<file path="config.mk">
export PLATFORM = sky130hd
export DESIGN_NAME = qos_round_robin_arbiter
export DESIGN_NICKNAME = d
export VERILOG_FILES = /design/src/rtl/qos_round_robin_arbiter.sv
export SDC_FILE = /design/constraint.sdc
export NUM_CORES = 1
export LEC_CHECK = 0
export ABC_AREA = 1
export ABC_CLOCK_PERIOD_IN_PS = 2100
export CAP_MARGIN = 40
export CORE_ASPECT_RATIO = 0.6
export CORE_MARGIN = 5
export CORE_UTILIZATION = 37
export CTS_CLUSTER_SIZE = 10
export DETAILED_ROUTE_END_ITERATION = 10
export MAX_ROUTING_LAYER = met4
export PLACE_DENSITY = 0.75
export SLEW_MARGIN = 30
export SYNTH_ARGS = -nofsm -noshare
export SYNTH_HDL_FRONTEND = slang
export SYNTH_SLANG_ARGS = --single-unit
</file>
<file path="constraint.sdc">
create_clock -name CLK -period 2.1 [get_ports CLK]
set_clock_uncertainty 0.2 [all_clocks]
set_input_delay 0.21 -clock CLK [delete_from_list [all_inputs] [get_ports CLK]]
set_output_delay 0.21 -clock CLK [all_outputs]
set_load 0.1 [all_outputs]
</file>
<file path="src/rtl/qos_round_robin_arbiter.sv">
// QoS scheduler for the PCIe datapath.
// Issues a registered one-hot queue grant every clock in RR/WRR/TABLE/WTABLE mode.
module qos_round_robin_arbiter #(
   parameter int NQ     = 4,
   parameter int NPHASE = 16
) (
   input  logic [1:0]                    SELECT,
   input  logic                          CLK,
   input  logic [NPHASE*$clog2(NQ)-1:0]  TAB,
   input  logic [1:0]                    W,
   output logic [NQ-1:0]                 OUT,
   input  logic                          ENB
);

   localparam int QW = $clog2(NQ);
   localparam int PW = $clog2(NPHASE);

   logic [NQ-1:0] out_q, out_d;
   logic [QW-1:0] ptr_q, ptr_d;
   logic [PW-1:0] phase_q, phase_d;
   logic [1:0]    cnt_q, cnt_d;
   logic [1:0]    sel_q, sel_d;

   logic [QW-1:0] idx;
   logic [QW-1:0] tab_idx;
   logic [1:0]    cnt_eff;
   logic          hold_done;

   // Pick the granted queue and next pointer/phase/hold state for this edge
   always_comb begin
      cnt_eff   = (SELECT != sel_q) ? 2'd0 : cnt_q;
      hold_done = (cnt_eff >= W);
      tab_idx   = TAB[phase_q*QW +: QW];
      idx       = ptr_q;
      ptr_d     = ptr_q;
      phase_d   = phase_q;
      cnt_d     = 2'd0;
      sel_d     = SELECT;
      case (SELECT)
         2'b00: begin
            ptr_d = ptr_q + 1'b1;
         end
         2'b01: begin
            if (hold_done) ptr_d = ptr_q + 1'b1;
            else           cnt_d = cnt_eff + 1'b1;
         end
         2'b10: begin
            idx     = tab_idx;
            phase_d = phase_q + 1'b1;
         end
         default: begin
            idx = tab_idx;
            if (hold_done) phase_d = phase_q + 1'b1;
            else           cnt_d   = cnt_eff + 1'b1;
         end
      endcase
      out_d      = '0;
      out_d[idx] = 1'b1;
   end

   // State and grant registers; ENB low restarts from queue 0 / phase 0
   always_ff @(posedge CLK) begin
      if (!ENB) begin
         out_q   <= '0;
         ptr_q   <= '0;
         phase_q <= '0;
         cnt_q   <= '0;
         sel_q   <= SELECT;
      end else begin
         out_q   <= out_d;
         ptr_q   <= ptr_d;
         phase_q <= phase_d;
         cnt_q   <= cnt_d;
         sel_q   <= sel_d;
      end
   end

   assign OUT = out_q;

endmodule

</file>
==> run_1/wire_density.png <==
Bar = 20 µm. The die is cut into 15 by 10 equal tiles; white is low, dark blue is high, scaled to the fullest tile. Values are wire area over tile area, all layers added.
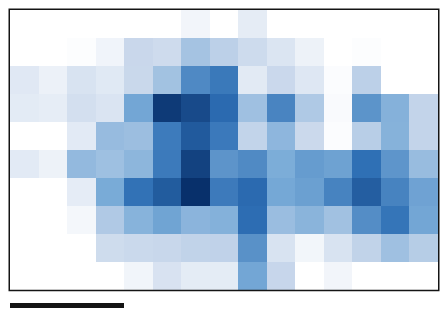
tiles over half the peak: 25%
mean over tiles: 0.13
densest ninth of the die: centre
DRT Wirelength: 2740 µm
wire per inst: 11.9 µm
via count: 1,090
Tot GR Track Use: 0.147

==> run_1/met3.png <==
Cells faint in the background.
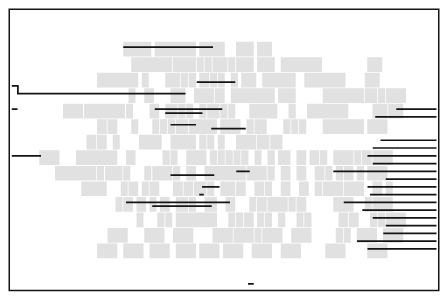
share of all routed wire: 12%
longest straight run: 29.2 µm
nets with wire on the layer: 30
met3 Track Usage GR: 0.0597

==> notes.md, run 1 <==
run metrics: fin crit period 2120 ps, Hold Fails Final Rpt 0, max-cap viol count 0, cell count after synthesis 153, yosys stat area approximately 940 µm², io pins ~42, Routed Antenna Nets 0, IO buf count roughly 40, Area Overhead vs Synth 56.4%, CP max stage cell dfxtp_1, Die X approximately 75 µm, Core Util, Final 0.594, Unique cell types 18, Reg2Reg Setup Slack -20 ps, Post-synth EDFFs 0, final setup vio count 1, filler cell count around 240, XOR Share, Synth 0.0187, worst hold slack 169 ps, PnR worst setup slack -22.3 ps, CP cell instances xnor2_1, nand2_2, nor2_2, inv_1, ha_1, inv_1, nand2_1, nand2_1, nand2_2, nand2_2, nor2_2, nand3_2, o21ai_1, a21oi_1, outcome finished with violations, r2r endpoint phase_q[3]$_SDFFE_PN0P_, WP data arrival between 2000 and 2500 ps, Min-Delay Endpoint sel_q[0]$_DFF_P_, Mapped Nets around 190, pwr dens around 550 nW/µm², CP Capture Point phase_q[3]$_SDFFE_PN0P_, share of cells above drive strength 1 0.177, Pins Over Slew Limit 0, Syn Area/Cell about 6.1 µm², Multi-input gate area between 500 and 600 µm², crit path max fanout 2, R2R depth 14, CP dominant cell by count nand2_2, fp_density 0.380, Via density 4.74, CTS Buf Count 3, vias in the first global route approximately 950, Slew HR 0.698, final cycle utilization of the critical path 1.01, n_diodes 0, startpoint types register, area share of the largest cell type after synthesis 0.299, root buffer cell clkbuf_8, CTS tree built, failing checks negative setup slack, Synth logic family simple AND/OR/NAND/NOR gates, adder share 0.0400, final std cells w/o fill ~230, Reg2Reg Launch Point sel_q[1]$_DFF_P_, FMAX between 400 and 500 MHz, Worst Max-Slew Pin Slew ~450 ps, synthesized area ~940 µm², clk slew on worst S/H paths 50 ps, Die Area between 3000 and 4000 µm², post-synth top area cell dfxtp_1, global-route wire length before repair about 4100 µm, kind of critical path reg2reg, CTS max path bufs 2, multiplexer area fraction after synthesis 0, sequential area share after synthesis 0.299, First DRT Iteration DRCs 42, Synth Area in Compound Gates 0.0653, RSZ-0062 raised after global routing true, dpl hpwl 2130 µm, Post-route DRC 0, Sequential cell area approximately 280 µm², cell leakage power roughly 0.67 nW, Synth Register Bits 14
==> run_1/clock_map.png <==
Bar = 20 µm.
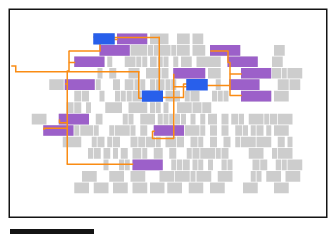
legend:
  blue:
    item: cells driving clock nets
    count: 3
  orange:
    item: clock wires
    length: 203 µm
  purple:
    item: flip-flops
    count: 14
routed clock nets: 4
Clock Latency Late Sink: 240 ps
clock group power: 215 µW
Clk pwr share: 0.269

==> run_1/metal_stack.png <==
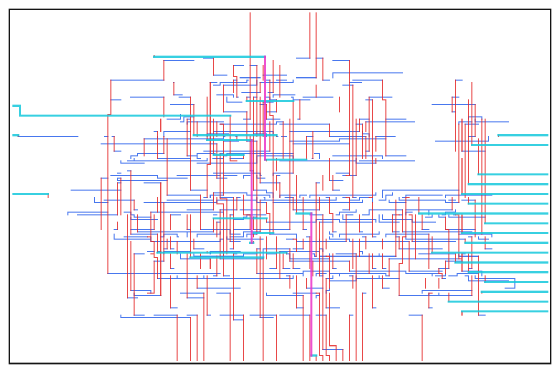
legend:
  blue:
    layer: met1
    wire_length: 1,200 µm
  cyan:
    layer: met3
    wire_length: 320 µm
  red:
    layer: met2
    wire_length: 1,180 µm
  magenta:
    layer: met4
    wire_length: 48.3 µm

run 1: critical path, delay by kind of cell, from the launching register on:
family | cells | cell delay (ps)
and+or+nand+nor | 8 | 720
DFF | 1 | 310
adders and majority gates | 1 | 280
xor gates and xnor gates | 1 | 200
AOI/OAI and AO/OA | 2 | 200
buffers and inverters | 2 | 110
run 1: layer usage:
layer | GRT usage | wire length, µm | up-vias
met5 | - | 0 | -
met1 | 0.190 | 1200 | 467
met3 | 0.0597 | 320 | 6
li1 | - | - | 574
met2 | 0.212 | 1180 | 43
met4 | 0.0355 | 48 | 0
run 1: report_power, final:
part | internal (mW) | switching, mW | total (mW)
Clock | 0.127 | 0.0882 | 0.215
Sequential | 0.283 | 0.0142 | 0.297
Combinational | 0.129 | 0.159 | 0.288
run 1: cell type report:
class,instances,area share
Timing Repair Buffer,48,0.309
Sequential cell,14,0.192
Inverter,17,0.0452
Clock buffer,3,0.0281
Multi-Input combinational cell,116,0.398
Tap cell,32,0.0273
run 1: cells in the final DEF, fill, tap and decap left out, drive strengths merged:
cell           count
clkdlybuf4s50     35
nand2             58
nor2              12
dfxtp             14
xnor2              2
nand3             30
a21oi              6
buf               11
inv               17
o21ai              4
ha                 3
clkbuf             3
a21boi             1
dlygate4sd2        2
run 1: sequential cells by signal, indices dropped and copies added (netlist names):
name and count:
OUT 4, cnt_q 2, phase_q 4, ptr_q 2, sel_q 2
run 1: cell families (layout without fill, tap and decap cells):
family | after synthesis | in the layout
buffers and inverters | 23 | 68
XOR/XNOR | 2 | 2
AND-OR/OR-AND | 11 | 11
AND/OR/NAND/NOR | 100 | 100
flip-flops | 14 | 14
adder cells (fa/ha/maj) | 3 | 3
run 1: what timing repair did:
item                       CTS  global route
gates resized                4            15
pin swaps                    5             8
setup buffers                1             1
hold buffers                 0             0
setup endpoints to repair    5             6
==> run 2: changes to the inputs <==
--- a/config.mk
+++ b/config.mk
@@ -10,11 +10,12 @@
 export CAP_MARGIN = 40
 export CORE_ASPECT_RATIO = 0.6
 export CORE_MARGIN = 5
-export CORE_UTILIZATION = 37
+export CORE_UTILIZATION = 38
+export CTS_BUF_LIST = sky130_fd_sc_hd__clkbuf_4 sky130_fd_sc_hd__clkbuf_8
 export CTS_CLUSTER_SIZE = 10
 export DETAILED_ROUTE_END_ITERATION = 10
 export MAX_ROUTING_LAYER = met4
-export PLACE_DENSITY = 0.75
+export PLACE_DENSITY = 0.77
 export SLEW_MARGIN = 30
 export SYNTH_ARGS = -nofsm -noshare
 export SYNTH_HDL_FRONTEND = slang
==> run_2/clock_map.png <==
Bar = 20 µm.
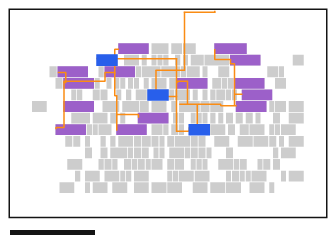
legend:
  blue:
    item: cells driving clock nets
    count: 3
  orange:
    item: clock wires
    length: 185 µm
  purple:
    item: flip-flops
    count: 14
routed clock nets: 4
Clock Latency Late Sink: 250 ps
Clk pwr share: 0.309
clock group power: 261 µW

==> notes.md, run 2 <==
run metrics: pin count of the biggest net entering global routing 19, Area Overhead vs Synth 57.3%, Reg2Reg Launch Point sel_q[1]$_DFF_P_, IO buf count 41, CP dominant cell by count nand2_1, Mapped Nets 194, area share of the largest cell type after synthesis 0.299, DR top layer met4, failing checks negative setup slack, commonest non-fill, non-tap cells in the layout nand2_1, clkdlybuf4s50_1, nand3_1, Routed Antenna Nets 0, met1 GRT Util 0.217, CP cell instances xnor2_2, nand2_1, nor2_2, inv_1, ha_1, inv_1, nand2_1, nand2_1, nand2_2, nand2_4, nor2_4, nand3_2, o21ai_1, a21oi_1, dpl hpwl ~2100 µm, Unique cell types 18, yosys stat area roughly 940 µm², pwr dens between 500 and 600 nW/µm², vias in the first global route slightly below 1k, final setup vio count 1, max-cap viol count 0, metal3 WL around 260 µm, n_diodes 0, crit path max fanout 2, share of cells above drive strength 1 0.167, wire per inst approximately 12 µm, Reg2Reg Setup Slack -9 ps, final std cells w/o fill ~230, r2r endpoint phase_q[3]$_SDFFE_PN0P_, cell leakage power between 0.6 and 0.7 nW, Post-synth top flop dfxtp_1, io pins between 40 and 50, Die Area approximately 3600 µm², metal2 WL between 1000 and 1500 µm, CTS tree built, global-route wire length before repair approximately 4300 µm, CTS max path bufs 2, First DRT Iteration DRCs just over 60, Hold Fails Final Rpt 0, Max stage delay on crit path between 300 and 400 ps, die height about 48 µm, Core Util, Final 0.653, Post-CTS Resized 5, R2R depth 14, synthesized area 938 µm², startpoint types register, post-synth top area cell dfxtp_1, Slew HR 0.724, FMAX roughly 470 MHz, CP Capture Point phase_q[3]$_SDFFE_PN0P_, Worst Max-Slew Pin Slew 414 ps, kind of critical path reg2reg, final cycle utilization of the critical path 1.00, clk slew on worst S/H paths 60 ps, Syn Area/Cell between 6 and 7 µm², CTS Buf Count 3, routing usage on met2 0.221, sequential area share after synthesis 0.299, root buffer cell clkbuf_8, outcome finished with violations, Tot GR Track Use 0.157, Post-synth EDFFs 0, postcts setup bufs 1, PnR worst setup slack -9.20 ps, Pins Over Slew Limit 0, cell count after synthesis around 150, fp_density 0.415, WP data arrival slightly above 2000 ps, worst hold slack slightly above 50 ps, Post-route DRC 0, WL met1 ~1200 µm, fin crit period 2110 ps, RSZ-0062 raised after global routing true, GRT Max-Usage Layer met2, Synth Register Bits 14, Die X 74.2 µm, CP max stage cell dfxtp_2, Via density approximately 4.8
==> run_2/met3.png <==
Cells faint in the background.
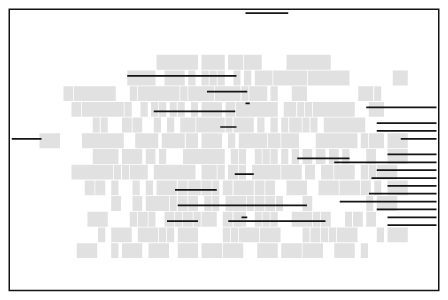
via count: 1,102
met3 Track Usage GR: 0.0432
DRT Wirelength: 2710 µm

run 2: cell count changes in the layout (fill, tap and decap cells not counted):
cell and delta:
nand2_2 -2, nor2_2 -2, buf_4 -1, clkbuf_8 +1
nand2_1 +1, nand2_4 +1, nor2_1 +1, nor2_4 +1
o21ai_0 +1, o21ai_1 -1
run 2: worst min-delay path by stage:
stage	start	to	slack, ps	cells past startpoint
floorplan	SELECT[0]	sel_q[0]$_DFF_P_	40	0
global placement	ptr_q[1]$_SDFFE_PN0P_	ptr_q[1]$_SDFFE_PN0P_	280	2
detailed placement	ptr_q[1]$_SDFFE_PN0P_	ptr_q[1]$_SDFFE_PN0P_	300	2
CTS	SELECT[0]	sel_q[0]$_DFF_P_	50	1
global route	SELECT[0]	sel_q[0]$_DFF_P_	50	1
finish	SELECT[0]	sel_q[0]$_DFF_P_	50	1
run 2: where the power goes:
group | internal, mW | total [mW] | switching [mW] | leakage [nW]
Clock | 0.166 | 0.261 | 0.0949 | 0.0288
Combinational | 0.128 | 0.287 | 0.159 | 0.528
Sequential | 0.283 | 0.296 | 0.0136 | 0.115
Total | 0.577 | 0.845 | 0.267 | 0.672
run 2: critical path, delay by kind of cell (launching register included):
kind	cells	cell delay [ps]
buffers and inverters	2	110
adders and majority gates	1	270
xor gates and xnor gates	1	130
and+or+nand+nor	8	760
AOI/OAI and AO/OA	2	200
DFF	1	330
run 2: cells by family after synthesis:
logic type,synth area share
flops,0.299
fa+ha+maj,0.0400
simple gates,0.456
buf+inv,0.121
xor+xnor,0.0187
compound gates,0.0653
run 2: cell type report:
class / instances / area (µm²)
tap: 30 / 37.5
inverter: 17 / 66.3
sequential: 14 / 282
clock buffer: 4 / 55.1
timing repair buffer: 47 / 447
fill: 185 / 785
multi-input combinational: 116 / 589
No activity file was given, so power comes from the tool's default toggle rates.
